--- src/rtl/alu_op_sequencer_if.sv ---
// alu_op_sequencer_if
//   Bundles the three streams around the ALU issue stage:
//     - input stream   : in_valid/in_ready with operand/opcode triple in_a/in_b/in_op
//     - ALU operands   : alu_a/alu_b/alu_op out, alu_x/alu_z back from the ALU
//     - result stream  : out_valid/out_ready with out_x/out_z/out_err
//   modport slave  : the sequencer itself
//   modport master : the environment (producer, ALU, consumer)
interface alu_op_sequencer_if;
  logic        in_valid;
  logic        in_ready;
  logic [31:0] in_a;
  logic [31:0] in_b;
  logic [2:0]  in_op;
  logic [31:0] alu_a;
  logic [31:0] alu_b;
  logic [2:0]  alu_op;
  logic [31:0] alu_x;
  logic        alu_z;
  logic        out_valid;
  logic        out_ready;
  logic [31:0] out_x;
  logic        out_z;
  logic        out_err;

  modport slave (
    input  in_valid, in_a, in_b, in_op, alu_x, alu_z, out_ready,
    output in_ready, alu_a, alu_b, alu_op, out_valid, out_x, out_z, out_err
  );

  modport master (
    output in_valid, in_a, in_b, in_op, alu_x, alu_z, out_ready,
    input  in_ready, alu_a, alu_b, alu_op, out_valid, out_x, out_z, out_err
  );
endinterface

--- src/rtl/alu_op_sequencer.sv ---
// alu_op_sequencer
//   Issue stage in front of the SimpleAlu datapath. Triples are buffered in an
//   input FIFO, issued one per cycle into the registered ALU operand ports, and
//   the ALU result is captured ALU_LATENCY edges later into a result FIFO that
//   feeds a backpressured output stream. Issue is credit limited so captured
//   results always have a free result-FIFO slot.
// Ports:
//   clk     : rising-edge clock
//   resetn  : asynchronous active-low reset
//   bus     : alu_op_sequencer_if.slave (input stream, ALU operands/results,
//             result stream)
// Parameters:
//   DEPTH       : entries per FIFO, power of two, >= 2
//   ALU_LATENCY : edges from alu_* update to valid alu_x/alu_z, 1..4
// Optional feature macro: ALU_SEQ_OP_CHECK_EN
//   When defined, opcode 7 takes an issue slot without loading the ALU and
//   produces a result of x=0, z=0, err=1. When undefined out_err is tied 0.
module alu_op_sequencer #(
  parameter int unsigned DEPTH       = 4,
  parameter int unsigned ALU_LATENCY = 1
) (
  input  logic              clk,
  input  logic              resetn,
  alu_op_sequencer_if.slave bus
);

  localparam int unsigned AW = $clog2(DEPTH);
  localparam int unsigned CW = AW + 1;
  localparam logic [CW-1:0] DEPTH_C  = CW'(DEPTH);
  localparam logic [CW:0]   DEPTH_CX = (CW+1)'(DEPTH);

  // Input FIFO: {op, b, a}
  logic [66:0]          in_mem [DEPTH];
  logic [AW-1:0]        in_wr;
  logic [AW-1:0]        in_rd;
  logic [CW-1:0]        in_count;

  // Result FIFO: {x, z}
  logic [32:0]          res_mem [DEPTH];
  logic [AW-1:0]        res_wr;
  logic [AW-1:0]        res_rd;
  logic [CW-1:0]        res_count;

  logic [ALU_LATENCY-1:0] vld_sr;
  logic                   ready_en;

  logic        push;
  logic        issue;
  logic        capture;
  logic        pop;
  logic        load_alu;
  logic        credit_ok;
  logic [CW-1:0] inflight;
  logic [31:0] head_a;
  logic [31:0] head_b;
  logic [2:0]  head_op;
  logic [31:0] cap_x;
  logic        cap_z;

  assign {head_op, head_b, head_a} = in_mem[in_rd];

  // ready_en keeps in_ready low while in reset and lets it rise on the first
  // edge after release, still without any combinational input dependence.
  assign bus.in_ready = ready_en && (in_count != DEPTH_C);
  assign push         = bus.in_valid && bus.in_ready;
  assign credit_ok    = ({1'b0, inflight} + {1'b0, res_count}) < DEPTH_CX;
  assign issue        = (in_count != '0) && credit_ok;
  assign capture      = vld_sr[ALU_LATENCY-1];
  assign bus.out_valid = (res_count != '0);
  assign pop          = bus.out_valid && bus.out_ready;

  always_comb begin
    inflight = '0;
    for (int unsigned i = 0; i < ALU_LATENCY; i++) begin
      inflight = inflight + CW'(vld_sr[i]);
    end
  end

`ifdef ALU_SEQ_OP_CHECK_EN
  logic [ALU_LATENCY-1:0] err_sr;
  logic                   res_err [DEPTH];
  logic                   head_err;

  assign head_err = (head_op == 3'd7);
  assign load_alu = issue && !head_err;
  assign cap_x    = err_sr[ALU_LATENCY-1] ? '0 : bus.alu_x;
  assign cap_z    = err_sr[ALU_LATENCY-1] ? 1'b0 : bus.alu_z;
  assign bus.out_err = bus.out_valid && res_err[res_rd];

  always_ff @(posedge clk or negedge resetn) begin
    if (!resetn) begin
      err_sr <= '0;
    end else begin
      for (int unsigned i = 1; i < ALU_LATENCY; i++) begin
        err_sr[i] <= err_sr[i-1];
      end
      err_sr[0] <= issue && head_err;
    end
  end

  always_ff @(posedge clk) begin
    if (capture) begin
      res_err[res_wr] <= err_sr[ALU_LATENCY-1];
    end
  end
`else
  assign load_alu    = issue;
  assign cap_x       = bus.alu_x;
  assign cap_z       = bus.alu_z;
  assign bus.out_err = 1'b0;
`endif

  // Head is gated by out_valid so outputs read zero when the FIFO is empty
  // (including in reset) without resetting the storage array.
  assign bus.out_x = bus.out_valid ? res_mem[res_rd][32:1] : '0;
  assign bus.out_z = bus.out_valid && res_mem[res_rd][0];

  always_ff @(posedge clk) begin
    if (push) begin
      in_mem[in_wr] <= {bus.in_op, bus.in_b, bus.in_a};
    end
    if (capture) begin
      res_mem[res_wr] <= {cap_x, cap_z};
    end
  end

  always_ff @(posedge clk or negedge resetn) begin
    if (!resetn) begin
      ready_en   <= 1'b0;
      in_wr      <= '0;
      in_rd      <= '0;
      in_count   <= '0;
      res_wr     <= '0;
      res_rd     <= '0;
      res_count  <= '0;
      vld_sr     <= '0;
      bus.alu_a  <= '0;
      bus.alu_b  <= '0;
      bus.alu_op <= '0;
    end else begin
      ready_en <= 1'b1;

      if (push)    in_wr  <= in_wr + AW'(1);
      if (issue)   in_rd  <= in_rd + AW'(1);
      if (capture) res_wr <= res_wr + AW'(1);
      if (pop)     res_rd <= res_rd + AW'(1);

      case ({push, issue})
        2'b10:   in_count <= in_count + CW'(1);
        2'b01:   in_count <= in_count - CW'(1);
        default: in_count <= in_count;
      endcase

      case ({capture, pop})
        2'b10:   res_count <= res_count + CW'(1);
        2'b01:   res_count <= res_count - CW'(1);
        default: res_count <= res_count;
      endcase

      for (int unsigned i = 1; i < ALU_LATENCY; i++) begin
        vld_sr[i] <= vld_sr[i-1];
      end
      vld_sr[0] <= issue;

      if (load_alu) begin
        bus.alu_a  <= head_a;
        bus.alu_b  <= head_b;
        bus.alu_op <= head_op;
      end
    end
  end

endmodule

--- src/flat_wrapper.sv ---
// flat-port wrapper written by rule: the top's interface ports become plain ports
module alu_op_sequencer_flat 
#(
  parameter int unsigned DEPTH       = 4,
  parameter int unsigned ALU_LATENCY = 1
)
  (clk, resetn, bus_in_valid, bus_in_a, bus_in_b, bus_in_op, bus_alu_x, bus_alu_z, bus_out_ready, bus_in_ready, bus_alu_a, bus_alu_b, bus_alu_op, bus_out_valid, bus_out_x, bus_out_z, bus_out_err);
  alu_op_sequencer_if bus_i ();
  input  logic clk;
  input  logic resetn;
  input wire logic [$bits(bus_i.in_valid)-1:0] bus_in_valid;
  input wire logic [$bits(bus_i.in_a)-1:0] bus_in_a;
  input wire logic [$bits(bus_i.in_b)-1:0] bus_in_b;
  input wire logic [$bits(bus_i.in_op)-1:0] bus_in_op;
  input wire logic [$bits(bus_i.alu_x)-1:0] bus_alu_x;
  input wire logic [$bits(bus_i.alu_z)-1:0] bus_alu_z;
  input wire logic [$bits(bus_i.out_ready)-1:0] bus_out_ready;
  output wire logic [$bits(bus_i.in_ready)-1:0] bus_in_ready;
  output wire logic [$bits(bus_i.alu_a)-1:0] bus_alu_a;
  output wire logic [$bits(bus_i.alu_b)-1:0] bus_alu_b;
  output wire logic [$bits(bus_i.alu_op)-1:0] bus_alu_op;
  output wire logic [$bits(bus_i.out_valid)-1:0] bus_out_valid;
  output wire logic [$bits(bus_i.out_x)-1:0] bus_out_x;
  output wire logic [$bits(bus_i.out_z)-1:0] bus_out_z;
  output wire logic [$bits(bus_i.out_err)-1:0] bus_out_err;
  assign bus_i.in_valid = bus_in_valid;
  assign bus_i.in_a = bus_in_a;
  assign bus_i.in_b = bus_in_b;
  assign bus_i.in_op = bus_in_op;
  assign bus_i.alu_x = bus_alu_x;
  assign bus_i.alu_z = bus_alu_z;
  assign bus_i.out_ready = bus_out_ready;
  assign bus_in_ready = bus_i.in_ready;
  assign bus_alu_a = bus_i.alu_a;
  assign bus_alu_b = bus_i.alu_b;
  assign bus_alu_op = bus_i.alu_op;
  assign bus_out_valid = bus_i.out_valid;
  assign bus_out_x = bus_i.out_x;
  assign bus_out_z = bus_i.out_z;
  assign bus_out_err = bus_i.out_err;
  alu_op_sequencer #(.DEPTH(DEPTH), .ALU_LATENCY(ALU_LATENCY)) u_core (.clk(clk), .resetn(resetn), .bus(bus_i));
endmodule
--- config.mk ---
export PLATFORM = sky130hd
export DESIGN_NAME = alu_op_sequencer_flat
export DESIGN_NICKNAME = d
export VERILOG_FILES = /design/src/rtl/alu_op_sequencer_if.sv /design/src/rtl/alu_op_sequencer.sv /design/src/flat_wrapper.sv
export SDC_FILE = /design/constraint.sdc
export NUM_CORES = 1
export LEC_CHECK = 0
export CORE_MARGIN = 4
export CORE_UTILIZATION = 50
export DETAILED_ROUTE_END_ITERATION = 8
export GPL_ROUTABILITY_DRIVEN = 0
export GPL_TIMING_DRIVEN = 0
export HOLD_SLACK_MARGIN = 0.1
export PLACE_DENSITY = 0.72
export REMOVE_ABC_BUFFERS = 1
export SETUP_SLACK_MARGIN = 0.4
export SLEW_MARGIN = 0
export SYNTH_ARGS = -nofsm -noshare
export SYNTH_HDL_FRONTEND = slang
export SYNTH_SLANG_ARGS = --single-unit
export TNS_END_PERCENT = 100
--- constraint.sdc ---
create_clock -name clk -period 7.1 [get_ports clk]
set_clock_uncertainty 0.15 [all_clocks]
set_input_delay 1.42 -clock clk [delete_from_list [all_inputs] [get_ports clk]]
set_output_delay 1.42 -clock clk [all_outputs]
set_load 0.005 [all_outputs]
==> PnR_summary.wiki, run 1 <==
=== Physical design figures ===
{| class="wikitable"
! Metric !! Value
|-
| TritonCTS clock tree || done
|-
| Non-clk buf share || 10.65%
|-
| IO Count || a little over 200
|-
| Cell depth of the worst hold path || 1
|-
| Actual transition at the worst max-transition pin || 1.024 ns
|-
| Final total negative setup slack || 0 ns
|-
| Top-area cell share || 66.58%
|-
| Most common cell in the netlist || edfxtp_1
|-
| Number of DRC markers after the initial detailed-route iteration || roughly 450
|-
| Destination of the worst register-to-register timing path || u_core.res_count[2]$_DFFE_PN0P_
|-
| Peak-usage layer in the global routing report || met2
|-
| Residual DRC || 0
|-
| Wire length per cell after detailed routing || 22.48 µm
|-
| Stages on the worst setup path || 3
|-
| Total number of vias || slightly above 8,000
|-
| Sequential standard cell area || between 0.01 and 0.015 mm²
|-
| Largest stage delay on the critical path || 0.82 ns
|-
| Yosys warnings || 0
|-
| Outcome || complete, no violations
|-
| EDFF count, synth || ~400
|-
| Leakage dissipation || 7.559 nW
|-
| CP cell instances || or3_1 > and2_1 > clkdlybuf4s50_1
|-
| Total global-route track usage || 17.66%
|-
| Clock-pin slew on the worst setup and hold paths || roughly 0.060 ns
|-
| Instance count after placement with tap cells included || ~1,400
|-
| Final cell count without fillers || 1,509
|-
| Final count of negative-setup-slack endpoints || 0
|-
| Hold Buf Count CTS || 0
|-
| Adder-Cell Fraction of Synth Area || 0.9155%
|-
| Critical path origin || u_core.res_count[2]$_DFFE_PN0P_
|-
| Power drawn by the combinational cells || 2.95 mW
|-
| Metal3 WL || between 2000 and 3000 µm
|-
| Largest power group || sequential cells
|-
| Critical path endpoint category || output port
|-
| Chip area || 0.03918 mm²
|}
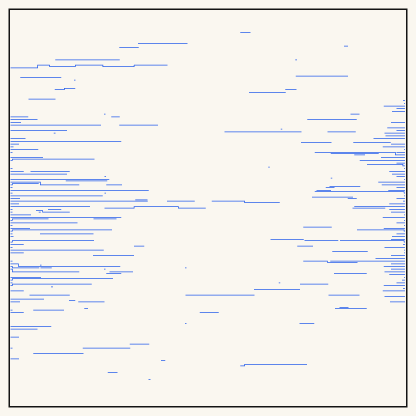
Figure 1: run 1, the metal 3 layer.
(2 px per µm)
157 nets have wire on it. The layer carries 2,920 µm of wire. The layer holds 8.6% of the routed length. The wires run mostly horizontal.

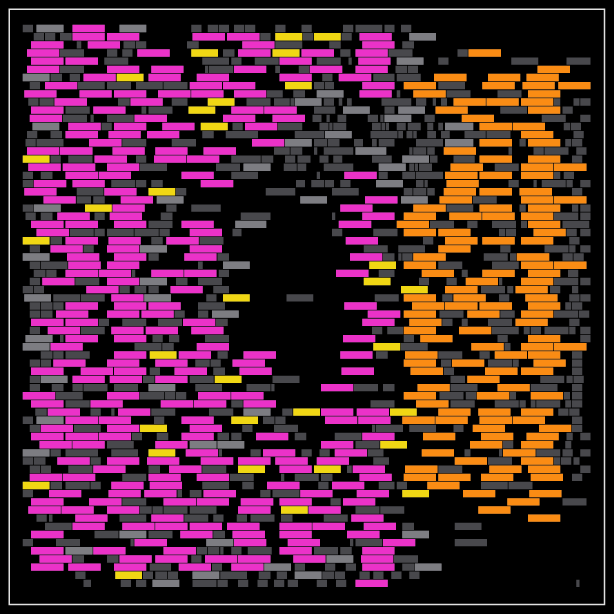
Figure 2: run 1, sequential cells coloured by netlist name.
(3 px per µm)
Key: u_core.in_mem = magenta [placed flops 268]; u_core.res_mem = orange [placed flops 132, where a column on the right]; u_core.bus.alu_b = yellow [placed flops 32]
Another 51 sequential cells are not coloured.

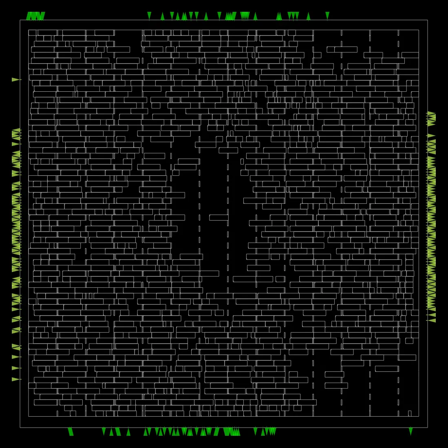
Figure 3: run 1, cell placement.
num sequential: 483
number of fillers in the final layout: 2,471
flop share of the area: 63.22%
final standard cell utilization of the core: 62.70%
number of well taps: 461

--- run 2 (diff from run 1) ---
==> constraint.sdc (replaced) <==
create_clock -name clk -period 4.4 [get_ports clk]
set_clock_uncertainty 0.15 [all_clocks]
set_input_delay 0.88 -clock clk [delete_from_list [all_inputs] [get_ports clk]]
set_output_delay 0.88 -clock clk [all_outputs]
set_load 0.005 [all_outputs]
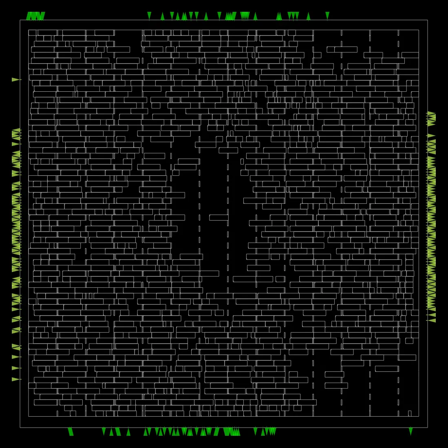
Figure 4: run 2, cell placement.
# rows: 69
final cell count without fillers: 1,509
Core ar.: 0.03557 mm²

==> PnR_summary.wiki, run 2 <==
=== Physical design figures ===
{| class="wikitable"
! Metric !! Value
|-
| Final count of negative-setup-slack endpoints || 0 (unchanged)
|-
| Yosys warnings || 0 (unchanged)
|-
| Total global-route track usage || 17.66% (unchanged)
|-
| Clk pwr share || 25.5% (about the same)
|-
| IO Count || 207 (unchanged)
|-
| Critical path origin || u_core.res_count[2]$_DFFE_PN0P_ (unchanged)
|-
| Congestion Overflow GR || 0 (unchanged)
|-
| Number of clock buffers in the layout || 65 (unchanged)
|-
| Top-area cell share || 66.58% (unchanged)
|-
| Stages on the worst setup path || 3 (unchanged)
|-
| Number of setup buffers added after CTS || 0 (unchanged)
|-
| Clock insertion delay at the later pin of the skew report || 0.55 ns (about the same)
|-
| Wire length per cell after detailed routing || 22.48 µm (unchanged)
|-
| Nets@finish || 1,128 (unchanged)
|-
| CP cell instances || or3_1 > and2_1 > clkdlybuf4s50_1 (unchanged)
|-
| Combined area of all synthesized cells || 0.01804 mm² (unchanged)
|-
| Most common cell in the netlist || edfxtp_1 (unchanged)
|-
| Actual transition at the worst max-transition pin || 1.024 ns (unchanged)
|-
| Number of diodes || 0 (unchanged)
|-
| Residual DRC || 0 (unchanged)
|-
| Flop and latch count out of synthesis || 483 (unchanged)
|-
| Number of distinct library cells after synthesis || 28 (unchanged)
|-
| Hold Buf Count CTS || 0 (unchanged)
|-
| Clock-pin slew on the worst setup and hold paths || 0.06 ns (about the same)
|-
| Non-clk buf share || 10.65% (unchanged)
|-
| Final standard cell utilization of the core || 62.70% (unchanged)
|-
| Sw Pwr || 3.991 mW (was 2.473 mW)
|-
| Chip area || 0.03918 mm² (unchanged)
|-
| Instance count after placement with tap cells included || 1,423 (unchanged)
|-
| Largest power group || sequential cells (unchanged)
|-
| Sequential standard cell area || 0.01410 mm² (unchanged)
|-
| Post-Layout Inst Area || 0.02230 mm² (unchanged)
|-
| Dominant comb cell || multiplexers (unchanged)
|-
| Final number of hold-violating endpoints || 0 (unchanged)
|-
| Synth area leader || edfxtp_1 (unchanged)
|-
| Final critical-path required period || approximately 3.7 ns
|-
| Period utilisation layout || 83.60%
|-
| EDFF count, synth || 400 (unchanged)
|-
| Num sequential || 483 (unchanged)
|-
| Power drawn by the combinational cells || 4.77 mW (was 2.95 mW)
|-
| Number of well taps || 461 (unchanged)
|-
| Count of port buffers added during placement || 205 (unchanged)
|-
| Number of fillers in the final layout || 2,471 (unchanged)
|-
| Switching portion of total power || 26.23% (about the same)
|-
| Number of DRC markers after the initial detailed-route iteration || 452 (unchanged)
|-
| Peak-usage layer in the global routing report || met2 (unchanged)
|-
| R2r startpoint || u_core.res_count[2]$_DFFE_PN0P_ (unchanged)
|-
| Outcome || complete, no violations (unchanged)
|-
| Leakage dissipation || 7.559 nW (unchanged)
|-
| Clk root buf || clkbuf_16 (unchanged)
|-
| Final total negative setup slack || 0 ns (unchanged)
|-
| Destination of the worst register-to-register timing path || u_core.res_count[2]$_DFFE_PN0P_ (unchanged)
|-
| Worst slew margin || 31.73% (unchanged)
|-
| Adder-Cell Fraction of Synth Area || 0.9155% (unchanged)
|-
| Largest stage delay on the critical path || 0.82 ns (about the same)
|-
| Mi-comb count || 250 (unchanged)
|-
| Flop share of the area || 63.22% (unchanged)
|-
| Floorplan Utilization || 50.72% (unchanged)
|-
| Worst path slowest cell || or3_1 (unchanged)
|-
| Die Y || 197.9 µm (unchanged)
|-
| Sink Count || 483 (unchanged)
|-
| Dominant Register Cell || edfxtp_1 (unchanged)
|-
| Total number of vias || 8,224 (unchanged)
|-
| Total of max-cap violations || 0 (unchanged)
|-
| TritonCTS clock tree || done (unchanged)
|-
| Metal3 WL || 2919 µm (unchanged)
|-
| Critical path endpoint category || output port (unchanged)
|-
| Flip-flop count of the largest register after layout || 268 (unchanged)
|}
Figure 5. Cell classes on the final placement (run 2).
(1.5 px per µm)
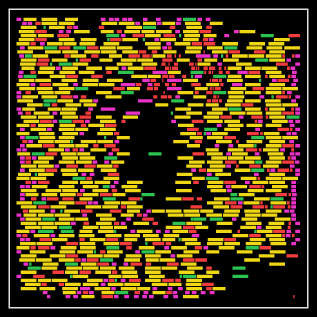

--- run 3 (diff from run 2) ---
==> constraint.sdc (replaced) <==
create_clock -name clk -period 3.7 [get_ports clk]
set_clock_uncertainty 0.15 [all_clocks]
set_input_delay 0.74 -clock clk [delete_from_list [all_inputs] [get_ports clk]]
set_output_delay 0.74 -clock clk [all_outputs]
set_load 0.005 [all_outputs]
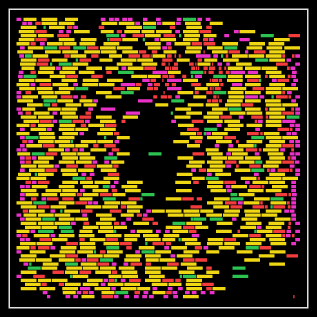
Figure 6: run 3, cell classes on the final placement.
(1.5 px per µm)
Key: sequential cells = yellow [cells 483, share of their area 65%]; combinational and other logic = red [cells 260, share of their area 17%]; remaining buffers and delay cells = magenta [cells 225, share of their area 11%]; clock drivers and dummy loads = green [cells 86, share of their area 6.9%]

==> PnR_summary.wiki, run 3 <==
=== Physical design figures ===
{| class="wikitable"
! Metric !! Value
|-
| Most common cell in the netlist || edfxtp_1 (unchanged)
|-
| Flop share of the area || 62.89% (was 63.22%)
|-
| Total iterations of the first detailed-routing run || 4 (unchanged)
|-
| Fraction of the mapped netlist area in simple logic gates || 1.796% (unchanged)
|-
| Leakage dissipation || 7.617 nW (was 7.559 nW)
|-
| CP cell instances || clkbuf_16 > mux4_2 > and2_1 > clkdlybuf4s50_1 (was or3_1 > and2_1 > clkdlybuf4s50_1)
|-
| Critical path origin || u_core.res_rd[0]$_DFFE_PN0N_ (was u_core.res_count[2]$_DFFE_PN0P_)
|-
| Sw Pwr || 4.783 mW (was 3.991 mW)
|-
| Combined area of all synthesized cells || 0.01804 mm² (unchanged)
|-
| Final number of hold-violating endpoints || 0 (unchanged)
|-
| Total number of vias || 8,264 (was 8,224)
|-
| Mi-comb count || 250 (unchanged)
|-
| Dominant comb cell || multiplexers (unchanged)
|-
| Sequential standard cell area || 0.01410 mm² (about the same)
|-
| Number of distinct library cells after synthesis || 28 (unchanged)
|-
| Die Y || 197.9 µm (unchanged)
|-
| R2r startpoint || u_core.in_count[0]$_DFFE_PN0P_ (was u_core.res_count[2]$_DFFE_PN0P_)
|-
| Clock insertion delay at the later pin of the skew report || 0.55 ns (about the same)
|-
| WL met2 || 17,180 µm (was 16,850 µm)
|-
| Largest stage delay on the critical path || 0.50 ns (was 0.82 ns)
|-
| Peak-usage layer in the global routing report || met2 (unchanged)
|-
| Count of port buffers added during placement || 205 (unchanged)
|-
| Core ar. || 0.03557 mm² (unchanged)
|-
| Clock-pin slew on the worst setup and hold paths || 0.06 ns (about the same)
|-
| Final critical-path required period || 3.287 ns
|-
| Critical path endpoint category || output port (unchanged)
|-
| Total of max-cap violations || 0 (unchanged)
|-
| Switching portion of total power || 26.21% (was 26.23%)
|-
| Synth area leader || edfxtp_1 (unchanged)
|-
| Total global-route track usage || 17.70% (was 17.66%)
|-
| Congestion Overflow GR || 0 (unchanged)
|-
| Destination of the worst register-to-register timing path || u_core.in_count[2]$_DFFE_PN0P_ (was u_core.res_count[2]$_DFFE_PN0P_)
|-
| Instance count after placement with tap cells included || 1,423 (unchanged)
|-
| Period utilisation layout || 88.84%
|-
| Top-area cell share || 66.58% (unchanged)
|-
| Final count of negative-setup-slack endpoints || 0 (unchanged)
|-
| Number of well taps || 461 (unchanged)
|-
| Post-Layout Inst Area || 0.02242 mm² (was 0.02230 mm²)
|-
| Number of clock buffers in the layout || 65 (unchanged)
|-
| Metal3 WL || 2816 µm (was 2919 µm)
|-
| TritonCTS clock tree || done (unchanged)
|-
| Power drawn by the combinational cells || 5.91 mW (was 4.77 mW)
|-
| Hold Buf Count CTS || 0 (unchanged)
|-
| Final total negative setup slack || 0 ns (unchanged)
|-
| Number of setup buffers added after CTS || 2 (was 0)
|-
| Outcome || complete, no violations (unchanged)
|-
| Num sequential || 483 (unchanged)
|-
| EDFF count, synth || 400 (unchanged)
|-
| Worst slew margin || 41.43% (was 31.73%)
|-
| # rows || 69 (unchanged)
|-
| Flop and latch count out of synthesis || 483 (unchanged)
|-
| Adder-Cell Fraction of Synth Area || 0.9155% (unchanged)
|-
| Largest power group || sequential cells (unchanged)
|-
| Wire length per cell after detailed routing || 22.62 µm (was 22.48 µm)
|-
| Residual DRC || 0 (unchanged)
|-
| Stages on the worst setup path || 4 (was 3)
|-
| Sink Count || 483 (unchanged)
|-
| Clk root buf || clkbuf_16 (unchanged)
|-
| Clk pwr share || 25.3% (was 25.5%)
|-
| Non-clk buf share || 11.09% (was 10.65%)
|-
| Chip area || 0.03918 mm² (unchanged)
|-
| Flip-flop count of the largest register after layout || 268 (unchanged)
|-
| Number of DRC markers after the initial detailed-route iteration || 451 (was 452)
|-
| Worst path slowest cell || dfrtp_4 (was or3_1)
|}
No activity file was given, so power comes from the tool's default toggle rates.
